--- config.mk ---
export PLATFORM = sky130hd
export DESIGN_NAME = atm_txn_arbiter
export DESIGN_NICKNAME = d
export VERILOG_FILES = /design/src/rtl/atm_txn_arbiter.sv
export SDC_FILE = /design/constraint.sdc
export NUM_CORES = 1
export LEC_CHECK = 0
export CAP_MARGIN = 25
export CORE_UTILIZATION = 48
export DETAILED_ROUTE_END_ITERATION = 10
export PLACE_DENSITY = 0.68
export SYNTH_ARGS = -nofsm -noshare
export SYNTH_HDL_FRONTEND = slang
export SYNTH_SLANG_ARGS = --single-unit
--- constraint.sdc ---
create_clock -name clk -period 6.35 [get_ports clk]
set_input_delay 0.635 -clock clk [delete_from_list [all_inputs] [get_ports clk]]
set_output_delay 0.635 -clock clk [all_outputs]
set_load 0.02 [all_outputs]
--- src/rtl/atm_txn_arbiter.sv ---
// Two-terminal ATM transaction arbiter: round-robin grant, fixed four-state
// sequence, and a small balance table updated in the EXEC cycle.
module atm_txn_arbiter #(
  parameter int          N_ACCT   = 3,
  parameter logic [11:0] INIT_BAL = 12'd100
) (
  input  logic        clk,
  input  logic        rst,
  input  logic        req_a,
  input  logic        req_b,
  input  logic [1:0]  op_a,
  input  logic [1:0]  op_b,
  input  logic [1:0]  src_a,
  input  logic [1:0]  src_b,
  input  logic [1:0]  dst_a,
  input  logic [1:0]  dst_b,
  input  logic [5:0]  amt_a,
  input  logic [5:0]  amt_b,
  output logic        gnt_a,
  output logic        gnt_b,
  output logic        done_a,
  output logic        done_b,
  output logic [1:0]  status,
  output logic [11:0] bal_out,
  output logic        busy
);

  typedef enum logic [1:0] {IDLE, GRANT, EXEC, RESP} state_t;
  typedef enum logic [1:0] {OP_DEP, OP_WDR, OP_XFR, OP_QRY} op_t;

  localparam logic [1:0] ST_OK    = 2'b00;
  localparam logic [1:0] ST_INSUF = 2'b01;
  localparam logic [1:0] ST_BAD   = 2'b10;
  localparam logic [1:0] ST_OVF   = 2'b11;
  localparam logic [2:0] N_LIM    = 3'(N_ACCT);

  state_t      state, state_nxt;
  logic        sel_b, prio_b, pick_b;
  op_t         op_q;
  logic [1:0]  src_q, dst_q;
  logic [5:0]  amt_q;
  logic [11:0] bal [N_ACCT];

  logic        src_ok, dst_ok, bad;
  logic [11:0] amt12, src_bal, dst_bal, src_diff;
  logic [12:0] src_sum, dst_sum;
  logic [1:0]  res_status;
  logic [11:0] res_bal, src_wdata, dst_wdata;
  logic        wr_src, wr_dst;

  // B wins a tie only when A was served last; a lone requester always wins.
  assign pick_b = req_b && (!req_a || prio_b);

  always_ff @(posedge clk or negedge rst) begin
    if (!rst) state <= IDLE;
    else      state <= state_nxt;
  end

  always_comb begin
    // NOTE: every output of a combinational block gets a default first, so no path can infer a latch.
    state_nxt = state;
    gnt_a     = 1'b0;
    gnt_b     = 1'b0;
    done_a    = 1'b0;
    done_b    = 1'b0;
    case (state)
      IDLE:  if (req_a || req_b) state_nxt = GRANT;
      GRANT: begin
        state_nxt = EXEC;
        gnt_a     = !sel_b;
        gnt_b     = sel_b;
      end
      EXEC:  state_nxt = RESP;
      RESP: begin
        state_nxt = IDLE;
        done_a    = !sel_b;
        done_b    = sel_b;
      end
      default: state_nxt = IDLE;
    endcase
  end

  assign busy = (state != IDLE);

  // NOTE: sequential state uses non-blocking assignments so all registers see pre-edge values.
  always_ff @(posedge clk or negedge rst) begin
    if (!rst) begin
      sel_b  <= 1'b0;
      prio_b <= 1'b0;
      op_q   <= OP_DEP;
      src_q  <= '0;
      dst_q  <= '0;
      amt_q  <= '0;
    end else if (state == IDLE && (req_a || req_b)) begin
      sel_b  <= pick_b;
      prio_b <= !pick_b;
      op_q   <= op_t'(pick_b ? op_b : op_a);
      src_q  <= pick_b ? src_b : src_a;
      dst_q  <= pick_b ? dst_b : dst_a;
      amt_q  <= pick_b ? amt_b : amt_a;
    end
  end

  assign src_ok   = {1'b0, src_q} < N_LIM;
  assign dst_ok   = {1'b0, dst_q} < N_LIM;
  assign amt12    = {6'b0, amt_q};
  // A nonexistent source account reads as zero balance.
  assign src_bal  = src_ok ? bal[src_q] : '0;
  assign dst_bal  = dst_ok ? bal[dst_q] : '0;
  assign src_sum  = {1'b0, src_bal} + {1'b0, amt12};
  assign dst_sum  = {1'b0, dst_bal} + {1'b0, amt12};
  assign src_diff = src_bal - amt12;
  assign bad      = !src_ok || (op_q != OP_QRY && amt_q == '0) ||
                    (op_q == OP_XFR && (!dst_ok || dst_q == src_q));

  // Checks run bad -> insufficient -> overflow; only a clean result writes.
  always_comb begin
    res_status = ST_OK;
    wr_src     = 1'b0;
    wr_dst     = 1'b0;
    src_wdata  = src_bal;
    dst_wdata  = dst_bal;
    if (bad) begin
      res_status = ST_BAD;
    end else begin
      case (op_q)
        OP_DEP: begin
          if (src_sum[12]) res_status = ST_OVF;
          else begin
            wr_src    = 1'b1;
            src_wdata = src_sum[11:0];
          end
        end
        OP_WDR: begin
          if (amt12 > src_bal) res_status = ST_INSUF;
          else begin
            wr_src    = 1'b1;
            src_wdata = src_diff;
          end
        end
        OP_XFR: begin
          if (amt12 > src_bal)  res_status = ST_INSUF;
          else if (dst_sum[12]) res_status = ST_OVF;
          else begin
            wr_src    = 1'b1;
            wr_dst    = 1'b1;
            src_wdata = src_diff;
            dst_wdata = dst_sum[11:0];
          end
        end
        default: ;
      endcase
    end
    res_bal = src_wdata;
  end

  always_ff @(posedge clk or negedge rst) begin
    if (!rst) begin
      // NOTE: the table is a handful of flops, so it is reset like any register rather than left uninitialised as a RAM would be.
      for (int i = 0; i < N_ACCT; i++) bal[i] <= INIT_BAL;
      status  <= ST_OK;
      bal_out <= '0;
    end else if (state == EXEC) begin
      if (wr_src) bal[src_q] <= src_wdata;
      if (wr_dst) bal[dst_q] <= dst_wdata;
      status  <= res_status;
      bal_out <= res_bal;
    end
  end

endmodule
==> summary.txt <==
run metrics: EDFF count, synth 0, actual slew at the worst max-slew pin between 1000 and 1500 ps, Reg2Reg Setup Slack between 1500 and 2000 ps, number of routed nets with antenna violations 0, Syn Area/Cell roughly 8.7 um2, RSZ-0062 raised after global routing no, CP Buf/Inv Count 1, final setup TNS 0 ps, Worst setup EP type flop, first-pass GRT wire length 27.9 mm, crit path kind flop to flop, Layout Nets around 700, met1 Track Usage GR between 40% and 50%, Max-slew headroom just under 30%, worst hold slack approximately 440 ps, Seq share, synth between 30% and 40%, IO Port Bufs around 46, Yosys cell types between 80 and 90, CTS tree yes, Min-Delay Path Class input pin to async pin, most frequent cells in the layout 57 x dfrtp_1, 46 x nand2_1, 45 x nor2_1, 45 x clkdlybuf4s50_1, 42 x nor3_1, Commonest Layout Cell dfrtp_1, synthesized area about 5300 um2, synth cell count leaders 57 x dfrtp_1, 46 x nand2_1, 45 x nor2_1, initial antenna violation count 0, clk ins delay skew pair around 370 ps, I/O Pins about 47, vias in the first global route around 5100, Antenna Cells 0, Max-area cell share 26.7%, FP Rows 38, crit-path leading delay family AND-OR/OR-AND gates, # resized after CTS 0, period utilization ~76%, Worst Path Required roughly 6600 ps, Post-synth regs 66, CTS HTree Levels 3, Max Cap Viol 0, Final Hold Viols 0, clk slew on worst S/H paths roughly 80 ps, worst-path cell chain mux2i_1, o22a_1, ha_1, inv_1, fa_1, a21o_1, a311o_1, a2111oi_4, a21o_1, a21o_2, nor3_1, a211oi_1, a221oi_1, Yosys Instances between 600 and 700, worst-case reg-to-reg path depth 13, DP Area slightly below 6000 um2, chip area about 12000 um2, worst r2r src src_q[1]$_DFFE_PN0P_, Layout area overhead 13.0%, clk buf depth 2, crit path DAT around 5000 ps, DR DRC count 1, pin count of the biggest net entering global routing roughly 67, number of vias per cell 6.73, Synth top cell by count dfrtp_1, Slew Viols, Final 0, core area approximately 11000 um2, Yosys Warn Count 0, post-CTS setup repair buffer count 0, outcome finished with violations, CP dominant cell by count a21o_1, Syn Nets 669, Die W around 110 um, Synth Flop Type dfrtp_1, CP max-delay cell dfrtp_1, crit start category flop, routability cong. 0.989, share of post-route cells with drive strength above 1 9.09%, Die H around 110 um, met3 Track Usage GR under 10%, Mapped Cells 615, Non-Filler Instances 789, CTS Sinks about 66, met2 usage ~47%, Synth area leaders dfrtp_1 27%, mux2i_1 5.6%, ha_1 5.4%, Num CTS Buffers 9, Clock Skew 11.4 ps, R2R Path End bal[31]$_DFFE_PN0P_, setup violators final 0, Detailed Place HPWL 12.9 mm, Chip Area, Yosys between 5000 and 6000 um2, Synth area leader dfrtp_1, failing checks DRC, Crit path largest cell delay around 880 ps, total gr overflow 0, PnR worst setup slack roughly 1500 ps, Fmax about 210 MHz, GR peak layer met2, Async SR Flop Fraction 100%, post-place setup slack 1520 ps, Hold Buf Count CTS 0, Crit. Startpoint src_q[1]$_DFFE_PN0P_
## flip-flops by register name, summed over array words and instances, names as in the netlist, 2 cells and up
register,cells
amt_q,6
bal,36
bal_out,12
dst_q,2
op_q,2
src_q,2
state,2
status,2
## cell families after synthesis
family,share of synthesized area [%]
simple gates,18.7
xor+xnor,1.80
flops,31.1
compound gates,29.5
mux,6.04
fa+ha+maj,6.50
buf+inv,6.34
## metal layers
layer | routed length (um) | share of wire (%)
met5 | 0 | 0
met1 | 7950 | 45
met3 | 1390 | 7.8
met2 | 7900 | 45
met4 | 463 | 2.6
## cell type report
class	instances	area, um2
fillers	1002	4800
multi-input cells	474	3350
flip-flops and latches	66	1660
repair buffers	56	538
well taps	140	175
clock buffers	14	163
inverters	37	139
clock inverters	2	12.5
## how the worst max path moves through the flow
| stage | slack, ps | end | cells after the start |
|---|---|---|---|
| finish | 1540 | bal[31]$_DFFE_PN0P_ | 13 |
| global route | 1280 | bal[23]$_DFFE_PN0P_ | 11 |
| CTS | 1500 | bal[31]$_DFFE_PN0P_ | 13 |
| detailed placement | 1520 | bal[24]$_DFFE_PN0P_ | 13 |
| global placement | 1500 | bal[24]$_DFFE_PN0P_ | 13 |
| floorplan | 2130 | bal[21]$_DFFE_PN0P_ | 15 |
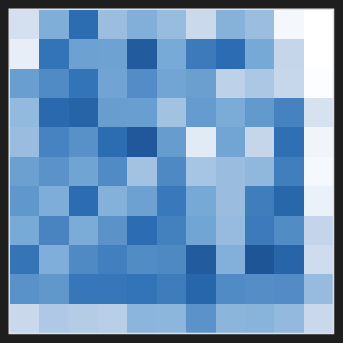
(local utilization)
(3 px per um) The die is cut into 11 by 11 equal tiles; white is low, dark blue is high, 0 to 100% covered.
fullest tile = 85%
tiles over 75% full = 12%
emptiest ninth of the die = top right
nearly empty tiles = 2.5%
mean over tiles = 51%
fp_density: 49.3%
Core Util, Final: 55.7%

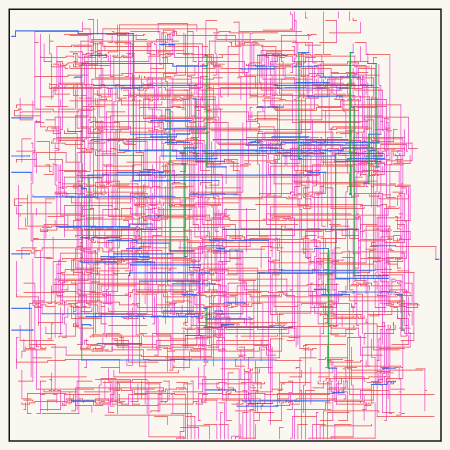
(signal wires by layer)
(4 px per um)
red -> metal 1  # wire length 7950 um
blue -> metal 3  # wire length 1390 um
green -> metal 4  # wire length 463 um
magenta -> metal 2  # wire length 7900 um
total track usage: 31.9%
DR vias: 5307
WL/cell: 22.4 um
Detailed Route WL: 17.7 mm

